Figure 1. Clock network drawn from the DEF.
Scale: 2 px per µm.
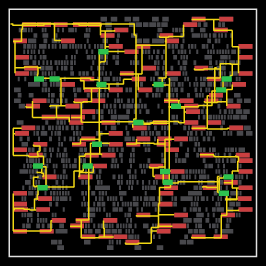
Figure 2. Congestion heat map.
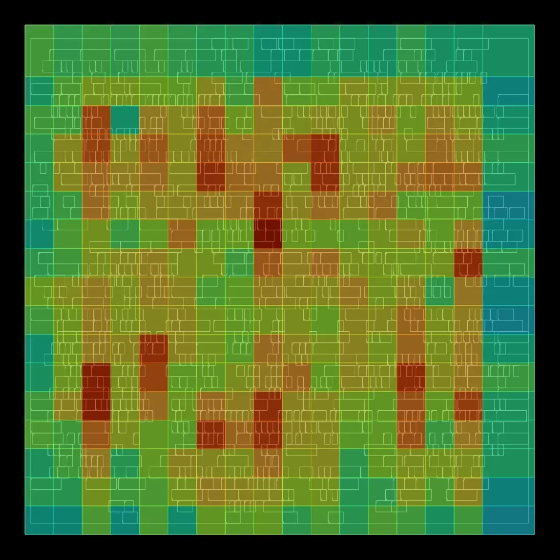
`config.mk`:
```
export PLATFORM = sky130hd
export DESIGN_NAME = uart_cmd_decoder_flat
export DESIGN_NICKNAME = d
export VERILOG_FILES = /design/src/rtl/uart_cmd_decoder_pkg.sv /design/src/rtl/uart_cmd_decoder_if.sv /design/src/rtl/uart_cmd_decoder_pulse_gen.sv /design/src/rtl/uart_cmd_decoder.sv /design/src/flat_wrapper.sv
export SDC_FILE = /design/constraint.sdc
export NUM_CORES = 1
export LEC_CHECK = 0
export ABC_AREA = 1
export ABC_CLOCK_PERIOD_IN_PS = 2600
export CORE_UTILIZATION = 45
export CTS_BUF_LIST = sky130_fd_sc_hd__clkbuf_4 sky130_fd_sc_hd__clkbuf_8
export DETAILED_ROUTE_END_ITERATION = 10
export HOLD_SLACK_MARGIN = 0.06
export SYNTH_ARGS = -nofsm -noshare
export SYNTH_HDL_FRONTEND = slang
export SYNTH_SLANG_ARGS = --single-unit
```
`constraint.sdc`:
```
create_clock -name clk -period 2.6 [get_ports clk]
set_input_delay 0.26 -clock clk [delete_from_list [all_inputs] [get_ports clk]]
set_output_delay 0.26 -clock clk [all_outputs]
set_load 0.005 [all_outputs]
```
`src/rtl/uart_cmd_decoder_pkg.sv`:
```
// Shared constants for the UART command decoder:
// ASCII command bytes and echo FSM encoding.
package uart_cmd_pkg;

  localparam logic [7:0] CMD_R   = 8'h72;
  localparam logic [7:0] CMD_L   = 8'h6C;
  localparam logic [7:0] CMD_U   = 8'h75;
  localparam logic [7:0] CMD_D   = 8'h64;
  localparam logic [7:0] CMD_S   = 8'h73;
  localparam logic [7:0] CMD_SW0 = 8'h30;
  localparam logic [7:0] CMD_SW1 = 8'h31;
  localparam logic [7:0] CMD_SW2 = 8'h32;
  localparam logic [7:0] CMD_SW3 = 8'h33;
  localparam logic [7:0] CMD_SW4 = 8'h34;

  typedef enum logic [1:0] {
    E_IDLE,
    E_WAIT,
    E_BUSY
  } echo_state_e;

endpackage

```
`src/rtl/uart_cmd_decoder_if.sv`:
```
// Byte stream between uart_rx/uart_tx and the
// command decoder.
interface uart_cmd_decoder_if;

  logic [7:0] rx_data;
  logic       rx_done;
  logic       tx_busy;
  logic [7:0] tx_data;
  logic       tx_start;

  modport master (
    output rx_data,
    output rx_done,
    output tx_busy,
    input  tx_data,
    input  tx_start
  );

  modport slave (
    input  rx_data,
    input  rx_done,
    input  tx_busy,
    output tx_data,
    output tx_start
  );

endinterface

```
`src/rtl/uart_cmd_decoder_pulse_gen.sv`:
```
// Retriggerable pulse stretcher: load holds the
// output high for PULSE_LEN cycles from the next one.
module cmd_pulse_gen #(
  parameter int PULSE_LEN = 1_000_000
) (
  input  logic clk,
  input  logic reset,
  input  logic load_i,
  output logic pulse_o
);

  localparam int W = $clog2(PULSE_LEN + 1);
  localparam logic [W-1:0] LOAD = W'(PULSE_LEN);

  logic [W-1:0] cnt_q;
  logic [W-1:0] cnt_d;

  always_comb begin
    cnt_d = cnt_q;
    if (load_i)
      cnt_d = LOAD;
    else if (cnt_q != '0)
      cnt_d = cnt_q - W'(1);
  end

  always_ff @(posedge clk) begin
    if (reset)
      cnt_q <= '0;
    else
      cnt_q <= cnt_d;
  end

  assign pulse_o = (cnt_q != '0);

endmodule

```
`src/rtl/uart_cmd_decoder.sv`:
```
// UART byte -> button pulses / switch toggles,
// merged with physical controls, with byte echo.
module uart_cmd_decoder
  import uart_cmd_pkg::*;
#(
  parameter int PULSE_LEN = 1_000_000,
  parameter bit ECHO_EN   = 1'b1
) (
  input  logic                clk,
  input  logic                reset,
  uart_cmd_decoder_if.slave   bus,
  input  logic                btn_r_in,
  input  logic                btn_l_in,
  input  logic                btn_u_in,
  input  logic                btn_d_in,
  input  logic [4:0]          sw_in,
  output logic                btn_r,
  output logic                btn_l,
  output logic                btn_u,
  output logic                btn_d,
  output logic                cmd_s,
  output logic [4:0]          sw_out,
  output logic                echo_drop
);

  // hit order: r, l, u, d, s
  logic [4:0] hit;
  logic [4:0] pulse;
  logic [4:0] sw_tgl;

  logic [4:0]  sw_uart_q;
  logic [4:0]  sw_uart_d;

  echo_state_e state_q;
  logic        ev_q;
  logic [7:0]  ebuf_q;
  logic        tx_start_q;
  logic        drop_q;

  always_comb begin
    hit    = '0;
    sw_tgl = '0;
    if (bus.rx_done) begin
      unique case (bus.rx_data)
        CMD_R:   hit[0]    = 1'b1;
        CMD_L:   hit[1]    = 1'b1;
        CMD_U:   hit[2]    = 1'b1;
        CMD_D:   hit[3]    = 1'b1;
        CMD_S:   hit[4]    = 1'b1;
        CMD_SW0: sw_tgl[0] = 1'b1;
        CMD_SW1: sw_tgl[1] = 1'b1;
        CMD_SW2: sw_tgl[2] = 1'b1;
        CMD_SW3: sw_tgl[3] = 1'b1;
        CMD_SW4: sw_tgl[4] = 1'b1;
        default: ;
      endcase
    end
  end

  for (genvar i = 0; i < 5; i++) begin : g_pulse
    cmd_pulse_gen #(
      .PULSE_LEN (PULSE_LEN)
    ) u_pg (
      .clk     (clk),
      .reset   (reset),
      .load_i  (hit[i]),
      .pulse_o (pulse[i])
    );
  end

  assign sw_uart_d = sw_uart_q ^ sw_tgl;

  always_ff @(posedge clk) begin
    if (reset)
      sw_uart_q <= '0;
    else
      sw_uart_q <= sw_uart_d;
  end

  // A byte arriving in E_IDLE with the buffer empty
  // is sent straight away when the transmitter is free.
  always_ff @(posedge clk) begin
    if (reset || !ECHO_EN) begin
      state_q    <= E_IDLE;
      ev_q       <= 1'b0;
      ebuf_q     <= '0;
      tx_start_q <= 1'b0;
      drop_q     <= 1'b0;
    end else begin
      tx_start_q <= 1'b0;
      unique case (state_q)
        E_IDLE: begin
          if (bus.rx_done && !ev_q) begin
            ev_q   <= 1'b1;
            ebuf_q <= bus.rx_data;
          end
          if ((ev_q || bus.rx_done) && !bus.tx_busy) begin
            tx_start_q <= 1'b1;
            state_q    <= E_WAIT;
          end
        end
        E_WAIT: begin
          if (bus.tx_busy)
            state_q <= E_BUSY;
        end
        E_BUSY: begin
          if (!bus.tx_busy) begin
            ev_q    <= 1'b0;
            state_q <= E_IDLE;
          end
        end
        default: state_q <= E_IDLE;
      endcase
      if (bus.rx_done && ev_q)
        drop_q <= 1'b1;
    end
  end

  assign bus.tx_start = tx_start_q;
  assign bus.tx_data  = ebuf_q;

  assign btn_r     = btn_r_in | pulse[0];
  assign btn_l     = btn_l_in | pulse[1];
  assign btn_u     = btn_u_in | pulse[2];
  assign btn_d     = btn_d_in | pulse[3];
  assign cmd_s     = pulse[4];
  assign sw_out    = sw_in ^ sw_uart_q;
  assign echo_drop = drop_q;

endmodule

```
`src/flat_wrapper.sv`:
```
// flat-port wrapper written by rule: the top's interface ports become plain ports
module uart_cmd_decoder_flat import uart_cmd_pkg::*;
#(
  parameter int PULSE_LEN = 1_000_000,
  parameter bit ECHO_EN   = 1'b1
)
  (clk, reset, btn_r_in, btn_l_in, btn_u_in, btn_d_in, sw_in, btn_r, btn_l, btn_u, btn_d, cmd_s, sw_out, echo_drop, bus_rx_data, bus_rx_done, bus_tx_busy, bus_tx_data, bus_tx_start);
  uart_cmd_decoder_if bus_i ();
  input  logic clk;
  input  logic reset;
  input  logic btn_r_in;
  input  logic btn_l_in;
  input  logic btn_u_in;
  input  logic btn_d_in;
  input  logic [4:0] sw_in;
  output logic btn_r;
  output logic btn_l;
  output logic btn_u;
  output logic btn_d;
  output logic cmd_s;
  output logic [4:0] sw_out;
  output logic echo_drop;
  input wire logic [$bits(bus_i.rx_data)-1:0] bus_rx_data;
  input wire logic [$bits(bus_i.rx_done)-1:0] bus_rx_done;
  input wire logic [$bits(bus_i.tx_busy)-1:0] bus_tx_busy;
  output wire logic [$bits(bus_i.tx_data)-1:0] bus_tx_data;
  output wire logic [$bits(bus_i.tx_start)-1:0] bus_tx_start;
  assign bus_i.rx_data = bus_rx_data;
  assign bus_i.rx_done = bus_rx_done;
  assign bus_i.tx_busy = bus_tx_busy;
  assign bus_tx_data = bus_i.tx_data;
  assign bus_tx_start = bus_i.tx_start;
  uart_cmd_decoder #(.PULSE_LEN(PULSE_LEN), .ECHO_EN(ECHO_EN)) u_core (.clk(clk), .reset(reset), .bus(bus_i), .btn_r_in(btn_r_in), .btn_l_in(btn_l_in), .btn_u_in(btn_u_in), .btn_d_in(btn_d_in), .sw_in(sw_in), .btn_r(btn_r), .btn_l(btn_l), .btn_u(btn_u), .btn_d(btn_d), .cmd_s(cmd_s), .sw_out(sw_out), .echo_drop(echo_drop));
endmodule
```
==> flow_metrics.py <==
# Physical implementation metrics
metrics = {
    "power": {
        "power.leakage_nw": 3.447,
        "fin_total_pwr_mw": 11.07,
        "vdd.ir_drop.worst_mv": 0.8516,
        "power_per_cell_area_nw_per_um2": 1484,
    },
    "clock_tree": {
        "clock.latency.late_pin_ns": 0.43,
        "clk_path_buf_depth": 2,
        "clock-root-buffer": "sky130_fd_sc_hd__clkbuf_8",
        "h-tree-depth": 4,
        "cts_hold_buf": 0,
        "cts_sinks": 118,
        "post_cts_resized": 0,
        "cts-buffers-inserted": 17,
        "cts.reportedPaths.clkPinSlew_ns": 0.07,
        "postCtsSetupRepairBufs": 0,
        "tritoncts_clock_tree": "done",
    },
    "worst_setup_path": {
        "cp_max_fo": 5,
        "crit_chain": "inv_1 > ha_1 > nand2_2 > nor2_4 > nand3_4 > or2_1 > clkdlybuf4s50_1",
        "critical-path-slowest-cell": "sky130_fd_sc_hd__clkdlybuf4s50_1",
        "worstSetupEndpointType": "output pin",
        "class_of_the_most_critical_setup_path": "register to output pin",
        "timing.critical_path.slowest_cell_delay_ns": 0.44,
        "worstPathArrival_ns": 2.17,
        "cp.required_ns": 2.34,
        "kind_of_start_point_of_the_critical_path": "register",
    },
    "layout": {
        "flop_area_um2": 2362,
        "num-nets-final": 1041,
        "combGateArea_um2": 3712,
        "share_of_cells_above_drive_strength_1": 0.1102,
        "layout_top_cells_excl_fill_tap": "sky130_fd_sc_hd__nand2_1, sky130_fd_sc_hd__nor2_1, sky130_fd_sc_hd__dfxtp_1",
        "n_fill_cell": 1396,
        "syn_to_final_growth_pct": 13.47,
        "layout_top_cell": "sky130_fd_sc_hd__nand2_1",
        "final_non_filler_cell_area_um2": 7462,
        "antenna_cells": 0,
    },
    "drt": {
        "first_iter_violations": 315,
        "routed_wl_um": 14710,
        "via_per_inst": 4.866,
        "drcViolationCount": 0,
        "via_count": 5863,
        "antenna_violating_nets_post_route": 0,
        "drt_pass1_iterations": 4,
    },
    "yosys": {
        "mappedNetlistArea_um2": 6576,
        "enable_flop_cells": 0,
        "synth-warning-count": 0,
        "count_of_different_cell_masters_after_synthesis": 41,
        "synth_sequential_area_ratio": 0.3592,
        "average_instance_area_after_synthesis_um2": 6.801,
        "ff_type": "sky130_fd_sc_hd__dfxtp_1",
        "synth_async_sr_flop_share": 0,
        "synth-cells-yosys": 967,
        "yosysChipArea_um2": 6576,
        "postSynthNetCount": 994,
        "yosys_register_bits": 118,
        "postSynthCellCount": 967,
    },
    "floorplanning": {
        "std_cell_rows": 43,
        "die.size.x_um": 122.9,
        "design.portCount": 41,
        "fp.dieH_um": 122.9,
        "core-area_um2": 14040,
        "initial_utilization": 0.4683,
        "chip_area_um2": 15100,
    },
    "global_routing": {
        "gr-usage-all-layers": 0.2079,
        "global_route.overflow_total": 0,
        "first_global_vias": 5284,
        "grt_start_max_net_pins": 32,
        "grt_pass1_wl_um": 24520,
        "grt_antenna_before_repair": 0,
    },
    "timing": {
        "setup_slack_ns": 0.1736,
        "maxSlewViolCount": 0,
        "worst_pin_slew_ns": 0.5072,
        "max_freq_mhz": 412.1,
        "rel_slew_slack": 0.6611,
        "finalSetupViolations": 0,
        "setup_repair_after_global_routing_missed_its_margin": "false",
        "timing.final.hold_violations": 0,
        "clock-skew-final_ns": 0.009620,
        "post-route-period-util": 0.9332,
        "min_period_ns": 2.426,
        "final.setup.tns_ns": 0,
    },
    "status": {
        "result_of_the_run": "finished, final reports clean",
    },
    "job": {
        "warning_count": 27,
        "maxCapViolations": 0,
    },
    "place": {
        "port-buffer-count": 40,
        "placed_area_um2": 7124,
        "dpl_worst_slack_ns": 0.5916,
        "globalplace.congestion": 0.8627,
        "dp.final_hpwl_um": 11000,
    },
    "worst_hold_path": {
        "timing.hold.worst.class": "primary input to register",
    },
}
-- Figure 1 (at the start) --
- cells driving clock nets: green (count 17)
- flip-flops: red (count 118)
- clock wires: yellow (length 1,640 µm)
- flops lie: widely spread
clock power share: 0.132
clock network power: 1.46 mW

-- Figure 2 (at the start) --
final cell utilization of the core: 0.5314
GR Util met3: 0.05074
highest-utilization routing layer at the global route stage: met2
Routed wire per std cell: 12.21 µm

## metrics by stage
stage,instances,util,hold slack [ns]
6_report,1205,0.5314,0.4289
5_1_grt,1205,0.5314,0.4399
3_5_place_dp,1175,0.5074,0.4609
2_1_floorplan,967,-,0.3992
3_3_place_gp,1175,0.5074,0.4542
4_1_cts,1205,0.5314,0.3955
## cells by family (layout without fill, tap and decap cells)
group                    Yosys count  after routing  share of synthesized area
AND/OR/NAND/NOR                  574            574                     0.4079
flip-flops                       118            118                     0.3592
buffers and inverters            117            175                    0.07629
AND-OR/OR-AND                    111            111                    0.08942
XOR/XNOR                          41             41                    0.05575
adder cells (fa/ha/maj)            6              6                    0.01142
## state kept, by name, summed over array words and instances, names as in the netlist
name and flops:
u_core.ev_q 1, u_core.bus.tx_data 8, u_core.bus.tx_start 1, u_core.g_pulse.u_pg.cnt_q 100, u_core.sw_uart_q 5, u_core.state_q 2, u_core.echo_drop 1
## layer usage
metal / GRT usage / vias to the layer above / share of wire
met5: 0 / - / 0
met4: 0.05945 / 0 / 0.010
met3: 0.05074 / 13 / 0.031
met2: 0.3466 / 51 / 0.46
met1: 0.2652 / 2614 / 0.49
li1: - / 3185 / -
## area by class of cell
cell class,count,share of cell area
Inverter,97,0.04879
Timing Repair Buffer,48,0.06170
Clock buffer,25,0.04192
Sequential cell,118,0.3166
Tap cell,180,0.03018
Clock inverter,5,0.003353
Multi-Input combinational cell,732,0.4975
## path summary, 6_finish.rpt
| check | startpoint | to | slack [ns] | depth (start not counted) |
|---|---|---|---|---|
| worst max-delay path | u_core.g_pulse[2].u_pg.cnt_q[0] | btn_u | 0.17 | 7 |
| worst min-delay path | bus_rx_data[6] | u_core.bus.tx_data[6] | 0.43 | 3 |
| worst max register to register | u_core.g_pulse[2].u_pg.cnt_q[0] | u_core.g_pulse[2].u_pg.cnt_q[12] | 0.89 | 9 |
| worst min register to register | u_core.g_pulse[4].u_pg.cnt_q[0] | u_core.g_pulse[4].u_pg.cnt_q[0] | 0.47 | 2 |
## Yosys cell counts (14+ instances only)
cell | count | area, µm²
sky130_fd_sc_hd__nand4_1 | 20 | 125.1
sky130_fd_sc_hd__nor2_2 | 23 | 143.9
sky130_fd_sc_hd__inv_1 | 83 | 311.6
sky130_fd_sc_hd__nor3_1 | 14 | 70.07
sky130_fd_sc_hd__o21ai_0 | 18 | 90.09
sky130_fd_sc_hd__nor2_1 | 181 | 679.4
sky130_fd_sc_hd__a21oi_1 | 77 | 385.4
sky130_fd_sc_hd__dfxtp_1 | 118 | 2362
sky130_fd_sc_hd__xor2_1 | 21 | 183.9
sky130_fd_sc_hd__nand3_1 | 68 | 340.3
sky130_fd_sc_hd__nand2_1 | 209 | 784.5
sky130_fd_sc_hd__xnor2_1 | 19 | 166.4
## power by group
part | internal [mW] | leakage (nW) | switching (mW)
combinational | 2.48 | 2.29 | 4.02
clock | 0.768 | 0.186 | 0.692
sequential | 2.48 | 0.968 | 0.634
## worst max-delay path, delay by kind of cell, from the launching register on
family / cells / cell delay [ns]
fa+ha+maj: 1 / 0.24
buf+inv: 2 / 0.55
flops: 1 / 0.32
simple gates: 4 / 0.62
Power figures rest on the tool's default switching activity, not on a simulated workload.
